==> config.mk <==
export PLATFORM = sky130hd
export DESIGN_NAME = gradient_window_sequencer
export DESIGN_NICKNAME = d
export VERILOG_FILES = /design/src/rtl/gradient_pkg.sv /design/src/rtl/gradient_window_sequencer_counter.sv /design/src/rtl/gradient_window_sequencer.sv
export SDC_FILE = /design/constraint.sdc
export NUM_CORES = 1
export LEC_CHECK = 0
export ABC_AREA = 1
export CAP_MARGIN = 20
export CORE_AREA = 2 2 341 343
export CTS_BUF_LIST = sky130_fd_sc_hd__clkbuf_4
export DETAILED_ROUTE_END_ITERATION = 12
export DIE_AREA = 0 0 343 345
export PLACE_DENSITY_LB_ADDON = 0.12
export SYNTH_ARGS = -nofsm -noshare
export SYNTH_HDL_FRONTEND = slang
export SYNTH_HIERARCHICAL = 1
export SYNTH_SLANG_ARGS = --single-unit
==> constraint.sdc <==
create_clock -name Clock -period 2.96 [get_ports Clock]
set_input_delay 0.296 -clock Clock [delete_from_list [all_inputs] [get_ports Clock]]
set_output_delay 0.296 -clock Clock [all_outputs]
set_load 0.02 [all_outputs]
==> src/rtl/gradient_pkg.sv <==
// Shared constants and state encoding for the gradient window sequencer.
package gradient_pkg;

    localparam int PIX_W       = 24;
    localparam int NPIX        = 9;
    localparam int WIN_W       = NPIX * PIX_W;
    localparam int TIMEOUT_CYC = 64;
    localparam int CLR_CYC     = 1;
    localparam int CNT_W       = $clog2(TIMEOUT_CYC);

    typedef enum logic [1:0] {
        IDLE = 2'd0,
        RUN  = 2'd1,
        OUT  = 2'd2,
        CLR  = 2'd3
    } state_t;

endpackage

==> src/rtl/gradient_window_sequencer_counter.sv <==
// Loadable up/down cycle counter with a terminal-count compare, shared by the
// RUN timeout and the CLR hold count.
module seq_cycle_counter #(
    parameter int             W       = 6,
    parameter logic [W-1:0]   RST_VAL = '0
) (
    input  logic         Clock,
    input  logic         reset,
    input  logic         i_load,
    input  logic [W-1:0] i_load_val,
    input  logic         i_en,
    input  logic         i_up,
    input  logic [W-1:0] i_tc_val,
    output logic         o_tc
);

    logic [W-1:0] r_count;

    // NOTE: sequential state is updated with non-blocking assignments only, so
    // every reader sees the pre-edge value regardless of block ordering.
    always_ff @(posedge Clock) begin
        if (reset) begin
            r_count <= RST_VAL;
        end else if (i_load) begin
            r_count <= i_load_val;
        end else if (i_en) begin
            r_count <= i_up ? r_count + W'(1) : r_count - W'(1);
        end
    end

    assign o_tc = (r_count == i_tc_val);

endmodule

==> src/rtl/gradient_window_sequencer.sv <==
// Sequences 3x3 windows through the matrix_mult gradient engine with a done
// timeout. Optional perf counters are enabled by defining GRAD_SEQ_PERF_CNT_EN.
module gradient_window_sequencer
    import gradient_pkg::*;
(
    input  logic             Clock,
    input  logic             reset,
    input  logic             in_valid,
    output logic             in_ready,
    input  logic [WIN_W-1:0] in_win,
    output logic             out_valid,
    input  logic             out_ready,
    output logic [WIN_W-1:0] out_gm,
    output logic             out_timeout,
    output logic [WIN_W-1:0] eng_A,
    output logic             eng_Enable,
    output logic             eng_reset,
    input  logic             eng_done,
    input  logic [WIN_W-1:0] eng_GM,
    output logic             busy
`ifdef GRAD_SEQ_PERF_CNT_EN
    ,
    output logic [15:0]      win_count,
    output logic [15:0]      timeout_count
`endif
);

    localparam logic [CNT_W-1:0] CNT_ZERO = '0;
    localparam logic [CNT_W-1:0] CNT_CLR  = CNT_W'(CLR_CYC);
    localparam logic [CNT_W-1:0] CNT_ONE  = CNT_W'(1);
    localparam logic [CNT_W-1:0] CNT_TMO  = CNT_W'(TIMEOUT_CYC - 1);

    state_t           r_state;
    logic [WIN_W-1:0] r_eng_a;
    logic             r_eng_enable;
    logic             r_eng_reset;
    logic             r_out_valid;
    logic             r_out_timeout;
    logic [WIN_W-1:0] r_out_gm;
    logic             r_busy;

    logic             w_cnt_load;
    logic [CNT_W-1:0] w_cnt_load_val;
    logic             w_cnt_en;
    logic             w_cnt_up;
    logic [CNT_W-1:0] w_cnt_tc_val;
    logic             w_cnt_tc;
    logic             w_out_fire;

    assign w_out_fire = (r_state == OUT) && out_ready;

    // NOTE: every always_comb output gets a default first, so no path can
    // leave a signal unassigned and infer a latch.
    always_comb begin
        w_cnt_load     = 1'b0;
        w_cnt_load_val = CNT_ZERO;
        w_cnt_en       = 1'b0;
        w_cnt_up       = 1'b0;
        w_cnt_tc_val   = CNT_TMO;
        case (r_state)
            IDLE: begin
                w_cnt_load = in_valid;
            end
            RUN: begin
                w_cnt_en = 1'b1;
                w_cnt_up = 1'b1;
            end
            OUT: begin
                w_cnt_load     = out_ready;
                w_cnt_load_val = CNT_CLR;
            end
            CLR: begin
                w_cnt_en     = 1'b1;
                w_cnt_tc_val = CNT_ONE;
            end
            default: ;
        endcase
    end

    seq_cycle_counter #(
        .W       (CNT_W),
        .RST_VAL (CNT_CLR)
    ) u_cnt (
        .Clock      (Clock),
        .reset      (reset),
        .i_load     (w_cnt_load),
        .i_load_val (w_cnt_load_val),
        .i_en       (w_cnt_en),
        .i_up       (w_cnt_up),
        .i_tc_val   (w_cnt_tc_val),
        .o_tc       (w_cnt_tc)
    );

    // Reset lands in CLR so the engine is cleared before the first window.
    always_ff @(posedge Clock) begin
        if (reset) begin
            r_state       <= CLR;
            r_eng_a       <= '0;
            r_eng_enable  <= 1'b0;
            r_eng_reset   <= 1'b1;
            r_out_valid   <= 1'b0;
            r_out_timeout <= 1'b0;
            r_out_gm      <= '0;
            r_busy        <= 1'b1;
        end else begin
            case (r_state)
                IDLE: begin
                    if (in_valid) begin
                        r_eng_a      <= in_win;
                        r_eng_enable <= 1'b1;
                        r_busy       <= 1'b1;
                        r_state      <= RUN;
                    end
                end
                RUN: begin
                    if (eng_done) begin
                        r_out_gm      <= eng_GM;
                        r_out_timeout <= 1'b0;
                        r_out_valid   <= 1'b1;
                        r_eng_enable  <= 1'b0;
                        r_state       <= OUT;
                    end else if (w_cnt_tc) begin
                        r_out_gm      <= '0;
                        r_out_timeout <= 1'b1;
                        r_out_valid   <= 1'b1;
                        r_eng_enable  <= 1'b0;
                        r_state       <= OUT;
                    end
                end
                OUT: begin
                    if (out_ready) begin
                        r_out_valid   <= 1'b0;
                        r_out_timeout <= 1'b0;
                        r_eng_reset   <= 1'b1;
                        r_state       <= CLR;
                    end
                end
                CLR: begin
                    if (w_cnt_tc) begin
                        r_eng_reset <= 1'b0;
                        r_busy      <= 1'b0;
                        r_state     <= IDLE;
                    end
                end
                default: r_state <= CLR;
            endcase
        end
    end

    assign in_ready    = (r_state == IDLE);
    assign out_valid   = r_out_valid;
    assign out_gm      = r_out_gm;
    assign out_timeout = r_out_timeout;
    assign eng_A       = r_eng_a;
    assign eng_Enable  = r_eng_enable;
    assign eng_reset   = r_eng_reset;
    assign busy        = r_busy;

`ifdef GRAD_SEQ_PERF_CNT_EN
    logic [15:0] r_win_count;
    logic [15:0] r_timeout_count;

    always_ff @(posedge Clock) begin
        if (reset) begin
            r_win_count     <= '0;
            r_timeout_count <= '0;
        end else if (w_out_fire) begin
            if (r_out_timeout) begin
                if (r_timeout_count != 16'hFFFF) r_timeout_count <= r_timeout_count + 16'd1;
            end else begin
                if (r_win_count != 16'hFFFF) r_win_count <= r_win_count + 16'd1;
            end
        end
    end

    assign win_count     = r_win_count;
    assign timeout_count = r_timeout_count;
`else
    logic w_unused_fire;
    assign w_unused_fire = w_out_fire;
`endif

endmodule
==> reports/results.tsv <==
metric	value	unit
fp.dieArea	0.118	mm2
clock.latency.late_pin	0.99	ns
path_clk_slew	0.07	ns
drc_errors	0	
mux_share	0	
r2r_start	r_state[1]$_SDFFE_PP1P_	
status	complete, no violations	
num_rows	125	
fillers	12600	
clk-power	6.39	mW
cp_common_cell	nand3_1	
rsz0062_at_grt	false	
yosysWarnings	6	
vias	18300	
fin_crit_sh	0.916	
vdd_drop_max	0.239	mV
h-tree-depth	4	
synth_stat.cells	2021	
cp_max_fo	26	
cts_root_buf	clkbuf_4	
edf_count	0	
warnings	37	
syn_to_final_growth	106	%
tns	0	ns
avgSynthCellArea	7.80	um2
vias_per_cell	3.68	
skew	0.0899	ns
clock_path_buffers	3	
fp-utilization	0.137	
drt_iter0_drc	596	
cts_tree	done	
p_seq	7.05	mW
top_logic_kind	simple AND/OR/NAND/NOR gates	
critPathTopFamily	buffers and inverters	
postSynthCellCount	2021	
power_density	612	mW/mm2
firstDrtPassIters	5	
internal_power	13.0	mW
die_y	345	um
yosys.area_share.simple	0.223	
core-area	0.115	mm2
synthArstFlopShare	0	
switching_share	0.342	
## through the flow
step            util  power [mW]  area [um2]  instances  setup WS (ns)
2_1_floorplan      -        10.2       15800       2026          0.706
3_3_place_gp   0.228        13.1       26300       4318          0.519
3_5_place_dp   0.228        13.1       26300       4318          0.485
4_1_cts        0.281        20.4       32300       4980         0.0442
5_1_grt        0.281        21.2       32400       4987         0.0552
6_report       0.281        19.8       32400       4987          0.247
## worst min-delay path by stage
stage	from	slack (ns)	to	depth (start not counted)
after floorplan	reset	0.37	u_cnt/r_count[3]$_SDFFE_PP0P_	1
after global placement	out_gm[120]$_SDFFE_PP0P_	0.45	out_gm[120]$_SDFFE_PP0P_	2
after detailed placement	out_gm[207]$_SDFFE_PP0P_	0.45	out_gm[207]$_SDFFE_PP0P_	2
after CTS	reset	0.03	out_gm[4]$_SDFFE_PP0P_	3
after global routing	reset	0.13	out_gm[208]$_SDFFE_PP0P_	3
final	in_win[10]	0.23	eng_A[10]$_SDFFE_PP0P_	3
## sequential cells by signal, indices dropped and copies added, names as in the netlist
register / flops
eng_reset: 1
out_valid: 1
u_cnt/r_count: 6
busy: 1
out_timeout: 1
eng_Enable: 1
out_gm: 216
eng_A: 216
r_state: 2
## worst min-delay path, cell delays in order
cell and delay (ns):
clkdlybuf4s50_1 0.45, o21ai_0 0.24, nor2_1 0.14
## timing repair
| action | 4_1_cts | 5_1_grt |
|---|---|---|
| endpoints found under the hold margin | 443 | 0 |
| hold buffers | 434 | 0 |
| endpoints found under the setup margin | 1 | 1 |
| gates cloned | 0 | 0 |
| gates resized | 1 | 4 |
## cells by family after synthesis
kind of cell / Yosys count
AND/OR/NAND/NOR: 926
AND-OR/OR-AND: 460
flip-flops: 445
buffers and inverters: 170
adder cells (fa/ha/maj): 12
XOR/XNOR: 6
other: 2
## layer usage
layer | wire length, um | GRT usage
met5 | 49 | 0
met4 | 3390 | 0.0681
met3 | 5760 | 0.0451
met2 | 43600 | 0.250
met1 | 33100 | 0.151
## cell usage after synthesis, types with 2 or more instances
library cell / instances / area, um2
a22oi_1: 3 / 22.5
dfxtp_1: 445 / 8910
clkbuf_1: 74 / 278
inv_2: 2 / 7.51
buf_4: 18 / 135
o21ai_1: 3 / 15.0
or2_2: 4 / 25.0
conb_1: 2 / 7.51
xor2_1: 4 / 35.0
nand2_1: 471 / 1770
o21ai_0: 223 / 1120
nand4_1: 2 / 12.5
buf_2: 47 / 235
buf_6: 4 / 45.0
nand3_1: 10 / 50.1
inv_1: 22 / 82.6
ha_1: 11 / 138
xnor2_1: 2 / 17.5
a21oi_1: 228 / 1140
nor2_1: 436 / 1640
clkinv_2: 2 / 10.0
## area by class of cell
| type | instances | area (um2) | share of cell area |
|---|---|---|---|
| Timing Repair Buffer | 1346 | 13600 | 0.420 |
| Sequential cell | 445 | 8910 | 0.275 |
| Antenna cell | 7 | 17.5 | 0.000541 |
| Clock buffer | 207 | 1550 | 0.0480 |
| Inverter | 26 | 116 | 0.00359 |
| Clock inverter | 21 | 184 | 0.00568 |
| Multi-Input combinational cell | 1411 | 6090 | 0.188 |
| Tap cell | 1524 | 1910 | 0.0589 |
Fig. 1: wire density map
The die is cut into 34 by 34 equal tiles; white is low, dark blue is high, scaled to the fullest tile. Values are wire area over tile area, all layers added.
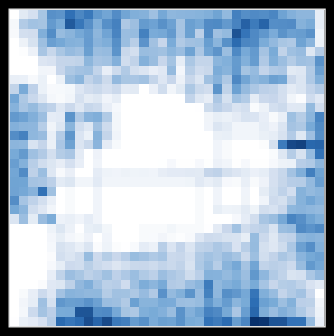
The emptiest ninth of the die: centre. 17% of the tiles are over half the peak. The mean over all tiles is 0.12. The fullest tile reaches 0.44. 18% of the tiles are nearly empty.

Fig. 2: wiring by layer
The bar under the picture is 100 um long. Two of the layers only.
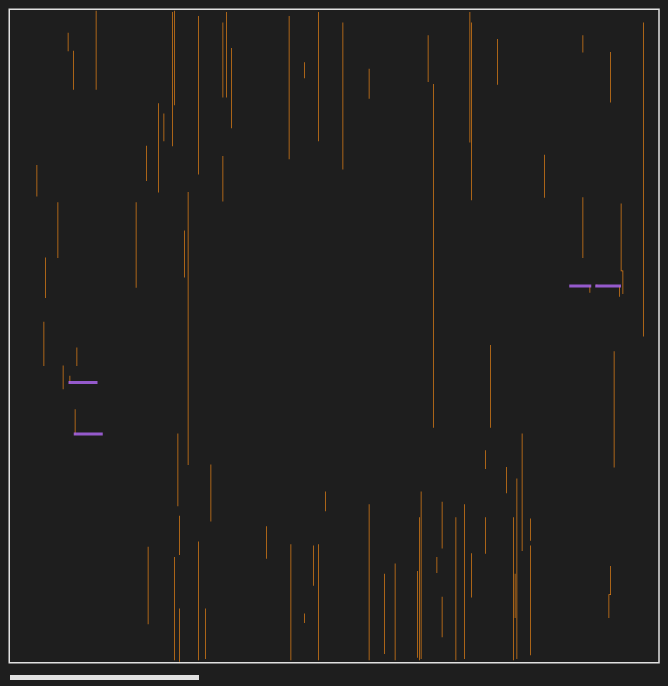
Orange marks M4, wire length 3390 um. Purple marks M5, wire length 49.7 um.

Fig. 3: the metal 1 layer
The bar under the picture is 100 um long.
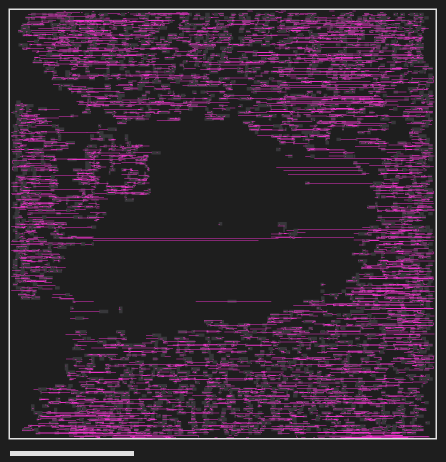
3473 nets have wire on it. The layer holds 39% of the routed length. The longest straight run is 163 um. The layer carries 33.1 mm of wire. The wires run mostly horizontal.

Fig. 4: track usage over the die
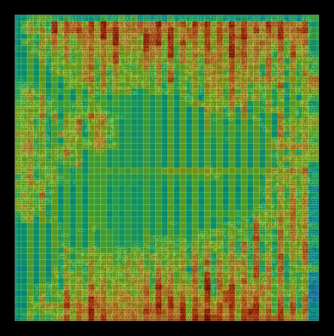
Tot GR Track Use: 0.142
met3 Use GR: 0.0451

Fig. 5: zoomed window
The bar under the picture is 5 um long. Region (247, 249) to (267, 269) um. Cells in grey, sequential cells in the stronger grey; small squares are vias.
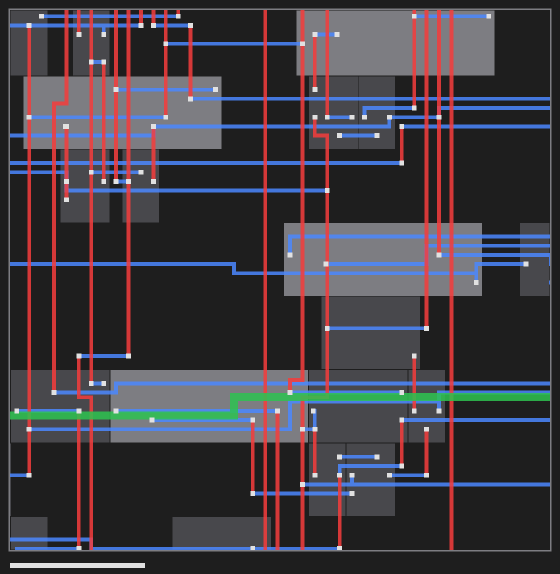
Green marks M3. Red marks M2. Blue marks M1.
Most frequent: nand2_1 (6), dfxtp_1 (4). Netlist names of flops here include `out_gm` (4). 16 logic cells have their middle in the window. Sequential cells in the window: 4.

Power is estimated from default activity; no workload was simulated.
